## config.mk

```make
export PLATFORM = sky130hd
export DESIGN_NAME = cont_bcd_timer
export DESIGN_NICKNAME = d
export VERILOG_FILES = /design/src/rtl/cont_bcd_timer.sv
export SDC_FILE = /design/constraint.sdc
export NUM_CORES = 1
export LEC_CHECK = 0
export CAP_MARGIN = 20
export CORE_MARGIN = 8
export CORE_UTILIZATION = 45
export DETAILED_ROUTE_END_ITERATION = 10
export HOLD_SLACK_MARGIN = 0.05
export PLACE_DENSITY = 0.75
export SYNTH_ARGS = -nofsm -noshare
export SYNTH_HDL_FRONTEND = slang
export SYNTH_SLANG_ARGS = --single-unit
```

## constraint.sdc

```tcl
create_clock -name Clk -period 2.56 [get_ports Clk]
set_clock_uncertainty 0.05 [all_clocks]
set_input_delay 0.64 -clock Clk [delete_from_list [all_inputs] [get_ports Clk]]
set_output_delay 0.64 -clock Clk [all_outputs]
set_load 0.02 [all_outputs]
```

## src/rtl/cont_bcd_timer.sv

```systemverilog
// Cascaded BCD up/down counter with preset, boundary detection and
// IDLE/RUN/HALT control; WRAP selects halt-at-boundary or wrap-around.
module cont_bcd_timer #(
  parameter int DIGITS = 2,
  parameter bit WRAP   = 1'b0
) (
  input  logic                  Clk,
  input  logic                  Rst,
  input  logic                  En,
  input  logic                  Dir,
  input  logic                  Load,
  input  logic [4*DIGITS-1:0]   Din,
  output logic [4*DIGITS-1:0]   Q,
  output logic                  Tc,
  output logic                  Done,
  output logic                  Busy,
  output logic                  Err
);

  localparam int W = 4 * DIGITS;
  localparam logic [W-1:0] ALL_NINES = {DIGITS{4'd9}};

  typedef enum logic [1:0] {
    IDLE = 2'd0,
    RUN  = 2'd1,
    HALT = 2'd2
  } state_t;

  state_t         state_r;
  logic [W-1:0]   q_r;
  logic           done_r;
  logic           busy_r;
  logic           err_r;

  logic [W-1:0]   boundary_s;
  logic [W-1:0]   step_s;
  logic           at_bound_s;
  logic           step_bound_s;
  logic           din_ok_s;

  function automatic logic bcd_valid(input logic [W-1:0] v);
    logic ok;
    ok = 1'b1;
    for (int i = 0; i < DIGITS; i++) begin
      if (v[4*i +: 4] > 4'd9) begin
        ok = 1'b0;
      end else begin
        ok = ok;
      end
    end
    return ok;
  endfunction

  // A decade moves only while every lower decade sits at its rollover value.
  function automatic logic [W-1:0] bcd_step(input logic [W-1:0] v, input logic up);
    logic [W-1:0] r;
    logic         carry;
    logic [3:0]   d;
    r     = v;
    carry = 1'b1;
    for (int i = 0; i < DIGITS; i++) begin
      d = v[4*i +: 4];
      if (carry) begin
        if (up) begin
          if (d == 4'd9) begin
            r[4*i +: 4] = 4'd0;
          end else begin
            r[4*i +: 4] = d + 4'd1;
            carry       = 1'b0;
          end
        end else begin
          if (d == 4'd0) begin
            r[4*i +: 4] = 4'd9;
          end else begin
            r[4*i +: 4] = d - 4'd1;
            carry       = 1'b0;
          end
        end
      end else begin
        r[4*i +: 4] = d;
      end
    end
    return r;
  endfunction

  // Boundary and next-count evaluation for the currently sampled direction.
  always_comb begin
    boundary_s   = Dir ? ALL_NINES : {W{1'b0}};
    at_bound_s   = (q_r == boundary_s);
    step_s       = bcd_step(q_r, Dir);
    step_bound_s = (step_s == boundary_s);
    din_ok_s     = bcd_valid(Din);
  end

  // Control state, count register and registered status pulses.
  always_ff @(posedge Clk) begin
    if (Rst) begin
      state_r <= IDLE;
      q_r     <= {W{1'b0}};
      done_r  <= 1'b0;
      busy_r  <= 1'b0;
      err_r   <= 1'b0;
    end else begin
      done_r <= 1'b0;
      err_r  <= 1'b0;
      if (Load) begin
        if (din_ok_s) begin
          q_r     <= Din;
          state_r <= RUN;
          busy_r  <= 1'b1;
        end else begin
          err_r   <= 1'b1;
        end
      end else begin
        case (state_r)
          RUN: begin
            if (En) begin
              if (!WRAP && at_bound_s) begin
                // Already sitting on the boundary: terminate without stepping.
                state_r <= HALT;
                busy_r  <= 1'b0;
                done_r  <= 1'b1;
              end else begin
                q_r    <= step_s;
                done_r <= step_bound_s;
                if (!WRAP && step_bound_s) begin
                  state_r <= HALT;
                  busy_r  <= 1'b0;
                end else begin
                  busy_r  <= 1'b1;
                end
              end
            end else begin
              busy_r <= 1'b1;
            end
          end
          IDLE: begin
            busy_r <= 1'b0;
          end
          HALT: begin
            busy_r <= 1'b0;
          end
          default: begin
            state_r <= IDLE;
            busy_r  <= 1'b0;
          end
        endcase
      end
    end
  end

  assign Q    = q_r;
  assign Tc   = at_bound_s;
  assign Done = done_r;
  assign Busy = busy_r;
  assign Err  = err_r;

endmodule
```

**Supply network**

The bar under the picture is 20 um long. Pins as bars on the die edge.
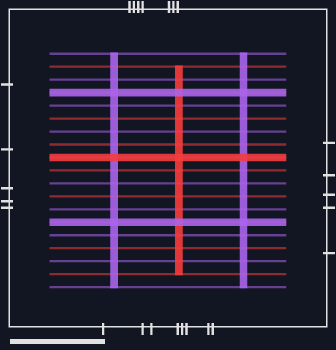
[VDD] red
[VSS] purple
met1 rails: 19
rows: 18
signal pins: 25
Core Box Area: 2432 um^2
Die Ht: 66.30 um
Die X-Extent: 66.30 um

**Cells coloured by class**

Fill, decap, tap and diode cells in grey.
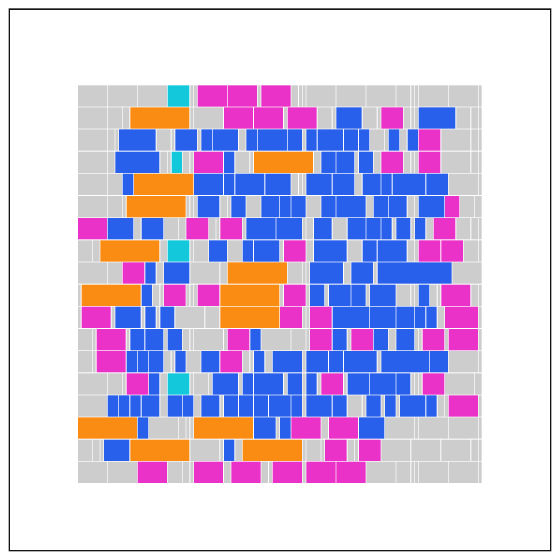
[clock drivers and dummy loads] cyan | cells: 4 | share of their area: 1.7%
[other buffers and delay cells] magenta | cells: 50 | share of their area: 28%
[flip-flops] orange | cells: 13 | share of their area: 17%
[all other logic] blue | cells: 128 | share of their area: 54%
Util after Layout: 65.54%
num rows: 18
post-route cell area: 1594 um^2
sequential cell area share: 16.33%

**Clock wires, drivers and flops**

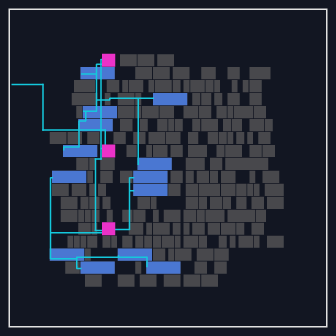
[clock wires] cyan | length: 204 um
[flip-flops] blue | count: 13
[cells driving clock nets] magenta | count: 3
routed clock nets: 4
clock power share: 18.7%
Latency at later pin: 0.28 ns
P_clk: 133 uW

==> reports/qor.yml <==
yosys:
  topCombFamilyByArea: "AND-OR/OR-AND gates"
  synth_top_area_share_pct: 22.86
  synth_seq_share_pct: 22.86
  synth_warnings: 0
  ys_cells: 155
  syn_area_um2: 1139
  yosysUniqueCellTypes: 52
  synth_top_cell_by_area: "dfxtp_1"
  edf_count: 0
  yosys_area_um2: 1139
  postSynthAreaPerCell_um2: 7.346
min_path:
  min_from: "state_r[1]$_SDFFE_PP0P_"
  holdPathEnd: "state_r[1]$_SDFFE_PP0P_"
placement:
  dpl.hpwl_um: 2509
  place_area_um2: 1544
  io_buffer_count: 24
global_route:
  grt_max_degree: 23
  grt_pass1_vias: 1243
  grt_overflow_total: 0
  grt_pass1_wl_um: 5361
pwr:
  switchingPower_uw: 261.7
  irDropWorstVdd_uv: 318.4
  combPwrFrac_pct: 48.1
  p_seq_share_pct: 33.2
  leakage_nw: 0.6219
worst_setup_path:
  crit_arrival_ns: 1.77
  reg2regPathDepth: 7
  worstPathMaxFanout: 2
  r2r_start: "Q[4]$_SDFFE_PP0P_"
  crit_type: "in -> out"
  end_kind: "primary output"
final_timing:
  rsz0062_at_grt: "false"
  period_minus_slack_ns: 2.460
  period_used_pct: 96.11
  max-slew-margin-rel_pct: 68.15
  fmax_mhz: 406.5
  hold_viol: 0
clock_tree:
  cts_root_buf: "clkbuf_4"
  htreeDepth: 1
floorplanning:
  io_pins: 25
  initial_utilization_pct: 46.81
run:
  warning_count: 27
status:
  status: "complete, no violations"
route:
  vias_per_cell: 5.836
  ant_nets: 0
  remaining_drc_errors: 0
  drt_iter0_drc: 126
finish:
  syn_to_final_growth_pct: 40.00
  final_cell_mix: "26 x buf_4, 22 x nor2_1, 22 x clkdlybuf4s50_1"
**Routed metal, one colour a layer**

The bar under the picture is 20 um long. Only two layers are drawn.
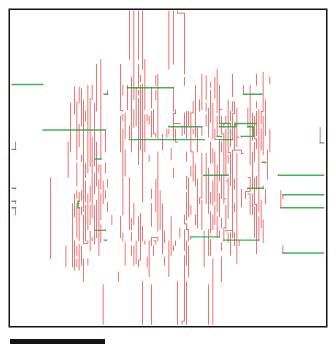
[met3] green | wire length: 143 um
[met2] red | wire length: 1630 um
all-layer global routing usage: 15.15%
WL/cell: 14.41 um
final wirelength: 3243 um
via count: 1313

**Clock nets**

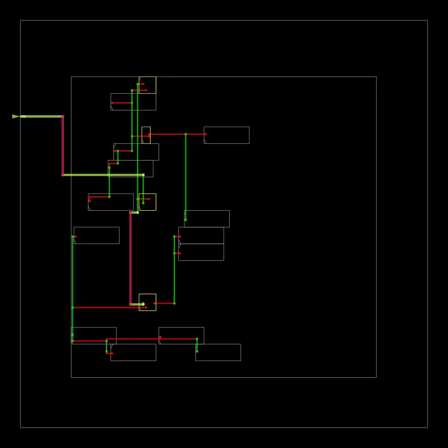
CTS Buf Count: 3
clkbuf count: 4
clock sink total: 13

layer usage:
metal | share of wire [%] | GRT usage [%] | wire length, um | vias up
li1 | - | - | - | 651
met1 | 43 | 17.85 | 1402 | 612
met2 | 50 | 25.57 | 1628 | 42
met3 | 4.4 | 1.186 | 143 | 8
met4 | 2.1 | 9.867 | 69 | 0
met5 | 0 | 0 | 0 | -
worst max-delay path: stages:
cell and delay, ns:
clkbuf_2 0.10, inv_2 0.07, ha_4 0.19, or4_4 0.49, a21oi_4 0.15, buf_6 0.13
cell usage after synthesis, types with 2 or more instances:
cell type	count
a211oi_1	3
a211oi_2	2
a21oi_1	7
a311oi_1	3
a31oi_1	2
and3_1	3
buf_1	2
buf_2	3
clkbuf_1	8
dfxtp_1	13
ha_1	2
inv_1	7
mux2i_1	5
nand2_1	9
nand2b_1	3
nand3_1	6
nor2_1	22
nor3_1	3
nor4_1	3
o211ai_1	2
o21a_1	3
o21ai_0	11
xnor2_1	3
xor2_1	2
what timing repair did:
action | in CTS | in global routing
pin swaps | 1 | 1
hold endpoints to repair | 0 | 0
gates resized | 9 | 2
endpoints found under the setup margin | 9 | 1
setup buffers | 1 | 1
metrics by stage:
| stage | setup slack (ns) | instances | total power [mW] | TNS, ns | hold WS, ns |
|---|---|---|---|---|---|
| after detailed placement | -0.8679 | 219 | 0.5780 | -4.558 | 0.4839 |
| after global routing | 0.07492 | 225 | 0.7588 | 0 | 0.5084 |
| after global placement | -0.8326 | 219 | 0.5695 | -4.185 | 0.4381 |
| after floorplan | 0.007417 | 155 | 0.4429 | 0 | 0.4122 |
| final | 0.09968 | 225 | 0.7137 | 0 | 0.5003 |
| after CTS | 0.0005989 | 224 | 0.7159 | 0 | 0.4947 |
power groups by stage:
| stage | logic [mW] | clock network [mW] | registers [mW] |
|---|---|---|---|
| 6_report | 0.343 | 0.133 | 0.237 |
| 5_1_grt | 0.372 | 0.148 | 0.239 |
| 4_1_cts | 0.343 | 0.137 | 0.237 |
| 3_5_place_dp | 0.336 | 0 | 0.242 |
| 3_3_place_gp | 0.330 | 0 | 0.240 |
| 2_1_floorplan | 0.187 | 0 | 0.256 |
worst max-delay path by stage:
| stage | slack [ns] | startpoint | to | cells after the start |
|---|---|---|---|---|
| final | 0.1 | Dir | Tc | 6 |
| after global routing | 0.07 | Dir | Tc | 6 |
| after CTS | 0.0006 | Dir | Tc | 6 |
| after detailed placement | -0.87 | Dir | Tc | 6 |
| after global placement | -0.83 | Dir | Tc | 6 |
| after floorplan | 0.007 | Q[0]$_SDFFE_PP0P_ | Tc | 6 |
flip-flops by register name, indices dropped and copies added, names as in the netlist:
| name | flops |
|---|---|
| Q | 8 |
| state_r | 2 |
| Busy | 1 |
| Done | 1 |
| Err | 1 |
layout make-up:
cell class,instances,area (um^2)
clock buffers,4,26.28
well taps,30,37.54
multi-input cells,121,812.0
repair buffers,50,431.7
flip-flops and latches,13,260.3
fillers,225,838.3
inverters,7,26.28
No activity file was given, so power comes from the tool's default toggle rates.
